run_1/port_nets.png
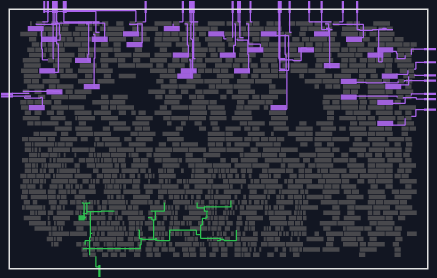
run_1/metal_stack.png
The bar under the picture is 50 um long.
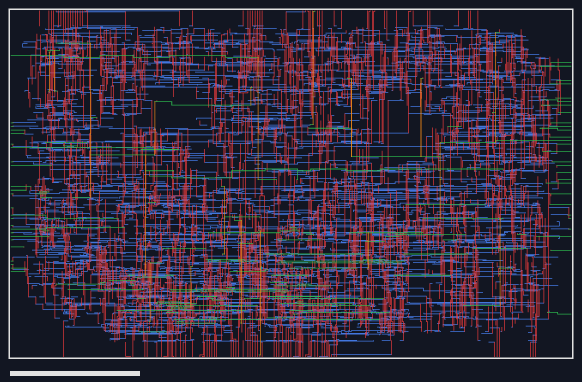
run_1/final_clocks.png
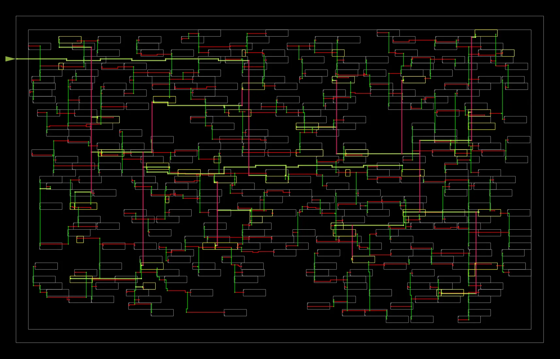
===== config.mk =====
export PLATFORM = sky130hd
export DESIGN_NAME = lmi_ifetch_queue
export DESIGN_NICKNAME = d
export VERILOG_FILES = /design/src/rtl/lmi_ifetch_queue.sv
export SDC_FILE = /design/constraint.sdc
export NUM_CORES = 1
export LEC_CHECK = 0
export CORE_ASPECT_RATIO = 0.6
export CORE_MARGIN = 5
export CORE_UTILIZATION = 60
export DETAILED_ROUTE_END_ITERATION = 8
export PLACE_DENSITY = 0.85
export SYNTH_ARGS = -nofsm -noshare
export SYNTH_HDL_FRONTEND = slang
export SYNTH_SLANG_ARGS = --single-unit

===== constraint.sdc =====
create_clock -name CLK -period 6.3 [get_ports CLK]
set_input_delay 0.945 -clock CLK [delete_from_list [all_inputs] [get_ports CLK]]
set_output_delay 0.945 -clock CLK [all_outputs]
set_load 0.02 [all_outputs]

===== src/rtl/lmi_ifetch_queue.sv =====
// Instruction-fetch front end: issues in-order reads to the I-RAM wrapper, buffers
// returned words with their PCs in a small FIFO, and flushes on redirect.
module lmi_ifetch_queue #(
   parameter int          DEPTH        = 4,
   parameter int          MAX_OUT      = 2,
   parameter logic [31:0] RESET_VECTOR = 32'h8000_0000
) (
   input  logic        CLK,
   input  logic        RESET_D1_R_N,
   input  logic        REDIRECT,
   input  logic [31:0] REDIRECT_ADDR,
   input  logic        HALT,
   output logic [31:0] NEXTADDR,
   output logic        RDOP_N,
   output logic        IS_VAL,
   input  logic        IW_ACK,
   input  logic [31:0] IW_DATAUPO,
   input  logic        IW_MISS_R,
   output logic [31:0] IF_INSTR,
   output logic [31:0] IF_PC,
   output logic        IF_VALID,
   input  logic        DEC_READY,
   output logic [4:0]  IF_LEVEL,
   output logic        IF_PROTERR
);

   localparam int PW = (DEPTH > 1) ? $clog2(DEPTH) : 1;

   typedef struct packed {
      logic [31:0] instr;
      logic [31:0] pc;
   } entry_t;

   entry_t        mem [DEPTH];
   logic [31:0]   fetch_pc, resp_pc;
   logic [1:0]    outstanding, discard;
   logic [4:0]    level;
   logic [PW-1:0] rd_ptr, wr_ptr;
   logic          run, proterr;
   logic          issue, ack_ok, push, pop;
   logic [5:0]    credit;
   logic [31:0]   redir_pc;

   // Miss status and the byte offset of the redirect target carry no control meaning.
   logic unused_ok;
   assign unused_ok = ^{IW_MISS_R, REDIRECT_ADDR[1:0]};

   assign redir_pc = {REDIRECT_ADDR[31:2], 2'b00};

   // A request only goes out when a FIFO slot is already reserved for its response,
   // so acks never need backpressure.
   always_comb begin
      credit = 6'(level) + 6'(outstanding);
      issue  = run & ~HALT & ~REDIRECT & (outstanding < 2'(MAX_OUT)) & (credit < 6'(DEPTH));
      ack_ok = IW_ACK & (outstanding != 2'd0);
      push   = ack_ok & (discard == 2'd0) & ~REDIRECT;
      pop    = (level != 5'd0) & DEC_READY & ~REDIRECT;
   end

   always_ff @(posedge CLK or negedge RESET_D1_R_N) begin
      if (!RESET_D1_R_N) begin
         run         <= 1'b0;
         proterr     <= 1'b0;
         fetch_pc    <= RESET_VECTOR;
         resp_pc     <= RESET_VECTOR;
         outstanding <= 2'd0;
         discard     <= 2'd0;
         level       <= 5'd0;
         rd_ptr      <= '0;
         wr_ptr      <= '0;
         for (int i = 0; i < DEPTH; i++) mem[i] <= '0;
      end else begin
         run <= 1'b1;
         if (IW_ACK && outstanding == 2'd0) proterr <= 1'b1;
         outstanding <= outstanding + 2'(issue) - 2'(ack_ok);
         if (REDIRECT) begin
            // Everything still in flight belongs to the old path; an ack landing
            // in this very cycle is already retired from the count.
            fetch_pc <= redir_pc;
            resp_pc  <= redir_pc;
            discard  <= outstanding - 2'(ack_ok);
            level    <= 5'd0;
            rd_ptr   <= '0;
            wr_ptr   <= '0;
         end else begin
            if (issue) fetch_pc <= fetch_pc + 32'd4;
            if (ack_ok && discard != 2'd0) discard <= discard - 2'd1;
            if (push) begin
               mem[wr_ptr] <= '{instr: IW_DATAUPO, pc: resp_pc};
               wr_ptr      <= wr_ptr + PW'(1);
               resp_pc     <= resp_pc + 32'd4;
            end
            if (pop) rd_ptr <= rd_ptr + PW'(1);
            level <= level + 5'(push) - 5'(pop);
         end
      end
   end

   assign NEXTADDR   = fetch_pc;
   assign RDOP_N     = ~issue;
   assign IS_VAL     = issue;
   assign IF_INSTR   = mem[rd_ptr].instr;
   assign IF_PC      = mem[rd_ptr].pc;
   assign IF_VALID   = (level != 5'd0);
   assign IF_LEVEL   = level;
   assign IF_PROTERR = proterr;

endmodule


==> GITHUB_STEP_SUMMARY, run 1 <==
## Implementation flow summary

| Metric | Value |
|---|---|
| Simple-Gate Area Share | 7.085% |
| Final period demand of the worst path | around 4.6 ns |
| Gate Area | ~0.0067 mm2 |
| Leakage power | between 7 and 8 nW |
| Clock net power | about 1.8 mW |
| Mux frac, synth | 28.41% |
| Top cells by area | dfrtp_1 53%, mux2_2 19%, mux4_2 9.2%, xnor2_1 1.8%, ha_1 1.5% |
| Yosys Instances | around 1100 |
| GR Util met1 | a little under two fifths |
| Worst vdd ir | about 0.46 mV |
| Mapped cell area | around 0.015 mm2 |
| Post-layout period usage | between 70% and 80% |
| Final hold violations | 0 |
| FP Core Util | 60.56% |
| Setup CP Type | reg2out |
| Ys async rst share | 100.0% |
| GR Util met2 | about two fifths |
| Final setup viols | 0 |
| Non-clock buffer share of cell area | a little under 10% |
| Status | finished clean |
| Comb power | between 2 and 3 mW |
-- port_nets.png (at the start) --
port	color	bits	direction	end cells	buffers	wire
`RDOP_N`	green	1	output	1	2	257 um
`IF_INSTR`	purple	32	output	32	32	1110 um
# IOs: 176
Port Buf Inserts: 168

-- metal_stack.png (at the start) --
layer	color	wire length
met4	orange	583 um
met1	blue	15800 um
met2	red	16300 um
met3	green	2120 um
total routed wirelength: 34860 um
GRT Util Overall: 24.64%
via count: 9739

-- final_clocks.png (at the start) --
Worst Skew: 0.01030 ns
clkbuf count: 39
clk ins delay skew pair: 0.55 ns
Sink Count: 323

==> run 2: changes to the inputs <==
- CORE_UTILIZATION: 60 -> 57
- PLACE_DENSITY: 0.85 -> 0.81
- clock period: 6.3 -> 4.7 ns (I/O delays scaled with it)
==> GITHUB_STEP_SUMMARY, run 2 <==
## Implementation flow summary

| Metric | Value |
|---|---|
| Status | finished clean |
| Non-clock buffer share of cell area | 10.34% |
| R2R depth | 15 |
| Leakage power | approximately 7.9 nW |
| Comb power | roughly 3.7 mW |
| Post-CTS setup buffer count | 0 |
| GR Util met2 | 37.66% |
| Crit path arrival time | approximately 3.5 ns |
| Final hold violations | 0 |
| Largest area contributor in the netlist | dfrtp_1 |
| Clk tree area frac | between 5 and 6% |
| Simple-Gate Area Share | around 7% |
| Gate Area | 0.006680 mm2 |
| Post-layout period usage | 89.80% |
| Sink Count | 323 |
| FP Core Util | 57.82% |
| Final period demand of the worst path | approximately 4.2 ns |
| Gr ovfl total | 0 |
| Ys async rst share | 100.0% |
| Via count | approximately 9800 |
| Well Taps | between 300 and 400 |
| Total routed wirelength | roughly 36000 um |
| Clk ins delay skew pair | between 0.5 and 0.6 ns |
| CTS HTree Levels | 1 |
| Yosys Chip Area | between 0.015 and 0.02 mm2 |
| # IOs | roughly 180 |
| EDFF count, synth | 0 |
| Syn Inst Count | ~1100 |
| Top cells by area | dfrtp_1 53%, mux2_2 19%, mux4_2 9.2%, xnor2_1 1.8%, ha_1 1.5% |
| # resized after CTS | 0 |
| Final setup viols | 0 |
| Worst Skew | 0.01654 ns |
| Aoi/oai-family share of the synthesized area | roughly 4.2% |
| HPWL after DPL | approximately 24000 um |
| Xor/xnor share | under 10% |
| Mapped cell area | 0.01524 mm2 |
| Port Buf Inserts | approximately 170 |
| Worst vdd ir | roughly 0.38 mV |
| Registers, synthesis | 323 |
| Synth warnings | 0 |
| Top cells excl fill/tap | 319 x dfrtp_1, 257 x mux2_2, 166 x clkdlybuf4s50_1 |
| Setup CP Type | reg2out |
| Yosys Instances | 1113 |
run_2/final_clocks.png
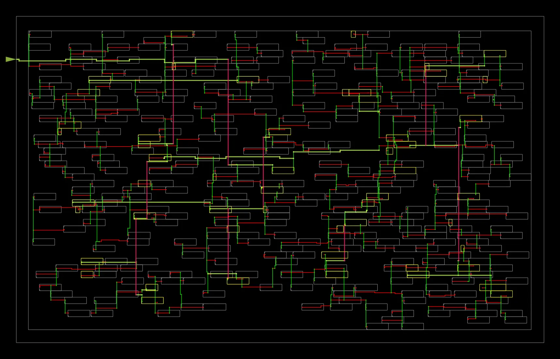
clkbuf count: 44
Seq cells: 323

run_2/port_nets.png
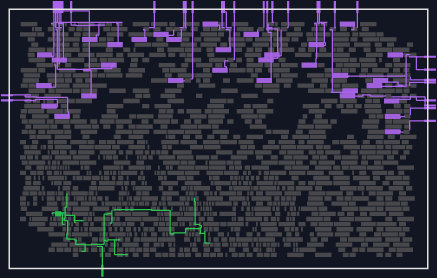
port	color	bits	direction	end cells	buffers	wire
`RDOP_N`	green	1	output	1	2	252 um
`IF_INSTR`	purple	32	output	32	32	1010 um

==> run 3: changes to the inputs <==
- CORE_UTILIZATION: 57 -> 60
- DONT_BUFFER_PORTS: not set -> 1
- PLACE_DENSITY: 0.81 -> 0.76
- SKIP_CTS_REPAIR_TIMING: not set -> 1
run_3/port_nets.png
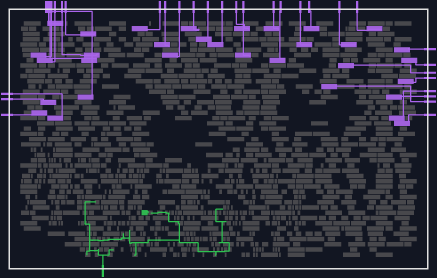
port	color	bits	direction	end cells	buffers	wire
`RDOP_N`	green	1	output	1	1	231 um
`IF_INSTR`	purple	32	output	32	0	795 um
Port Buf Inserts: 0

==> GITHUB_STEP_SUMMARY, run 3 <==
## Implementation flow summary

| Metric | Value |
|---|---|
| Synth warnings | 0 |
| Final hold violations | 250 |
| Failing checks | negative hold slack |
| Yosys Chip Area | 0.01524 mm2 |
| HPWL after DPL | ~21000 um |
| Final period demand of the worst path | 3.756 ns |
| Top cells excl fill/tap | 319 x dfrtp_1, 257 x mux2_2, 62 x mux4_2 |
| Required @ worst endpoint | roughly 4 ns |
| Clock net power | 2.61 mW |
| Via count | ~9000 |
| Seq cells | 323 |
| Met3 Resource Use GR | 6.882% |
| Mux frac, synth | 28.41% |
| Ys async rst share | 100.0% |
| Top cells by area | dfrtp_1 53%, mux2_2 19%, mux4_2 9.2%, xnor2_1 1.8%, ha_1 1.5% |
| Yosys top cell by instances | dfrtp_1 |
| Crit path arrival time | between 3 and 4 ns |
| Registers, synthesis | between 300 and 400 |
| R2R depth | 15 |
| Hold_ws | -0.1529 ns |
| Well Taps | between 300 and 400 |
| Mapped cell area | between 0.015 and 0.02 mm2 |
| Post-layout period usage | around four fifths |
| FP Core Util | roughly three fifths |
| CTS HTree Levels | 1 |
| GR Util met1 | about a third |
| Die y size | approximately 130 um |
| Aoi/oai-family share of the synthesized area | under 10% |
| TritonCTS clock tree | built |
| Comb power | ~2.7 mW |
| Xor/xnor share | ~2.4% |
| Clk tree area frac | 6.522% |
| Final setup viols | 0 |
| Status | complete, but fails checks |
| # IOs | 176 |
| Top power group | sequential cells |
| Syn Inst Count | 1113 |
| Worst Skew | around 0.023 ns |
| Total routed wirelength | between 30000 and 40000 um |
| Non-clock buffer share of cell area | less than 1% |
| Sink Count | between 300 and 400 |
run_3/metal_stack.png
The bar under the picture is 50 um long.
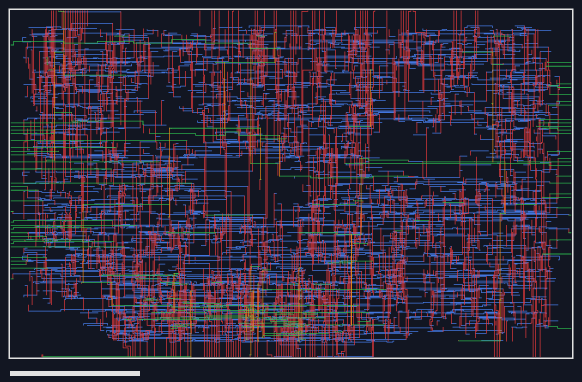
layer	color	wire length
met4	orange	652 um
met3	green	2350 um
met2	red	15100 um
met1	blue	15300 um
routed len/inst: 23.40 um
GRT Util Overall: 23.56%

Power and IR drop assume default switching activity.
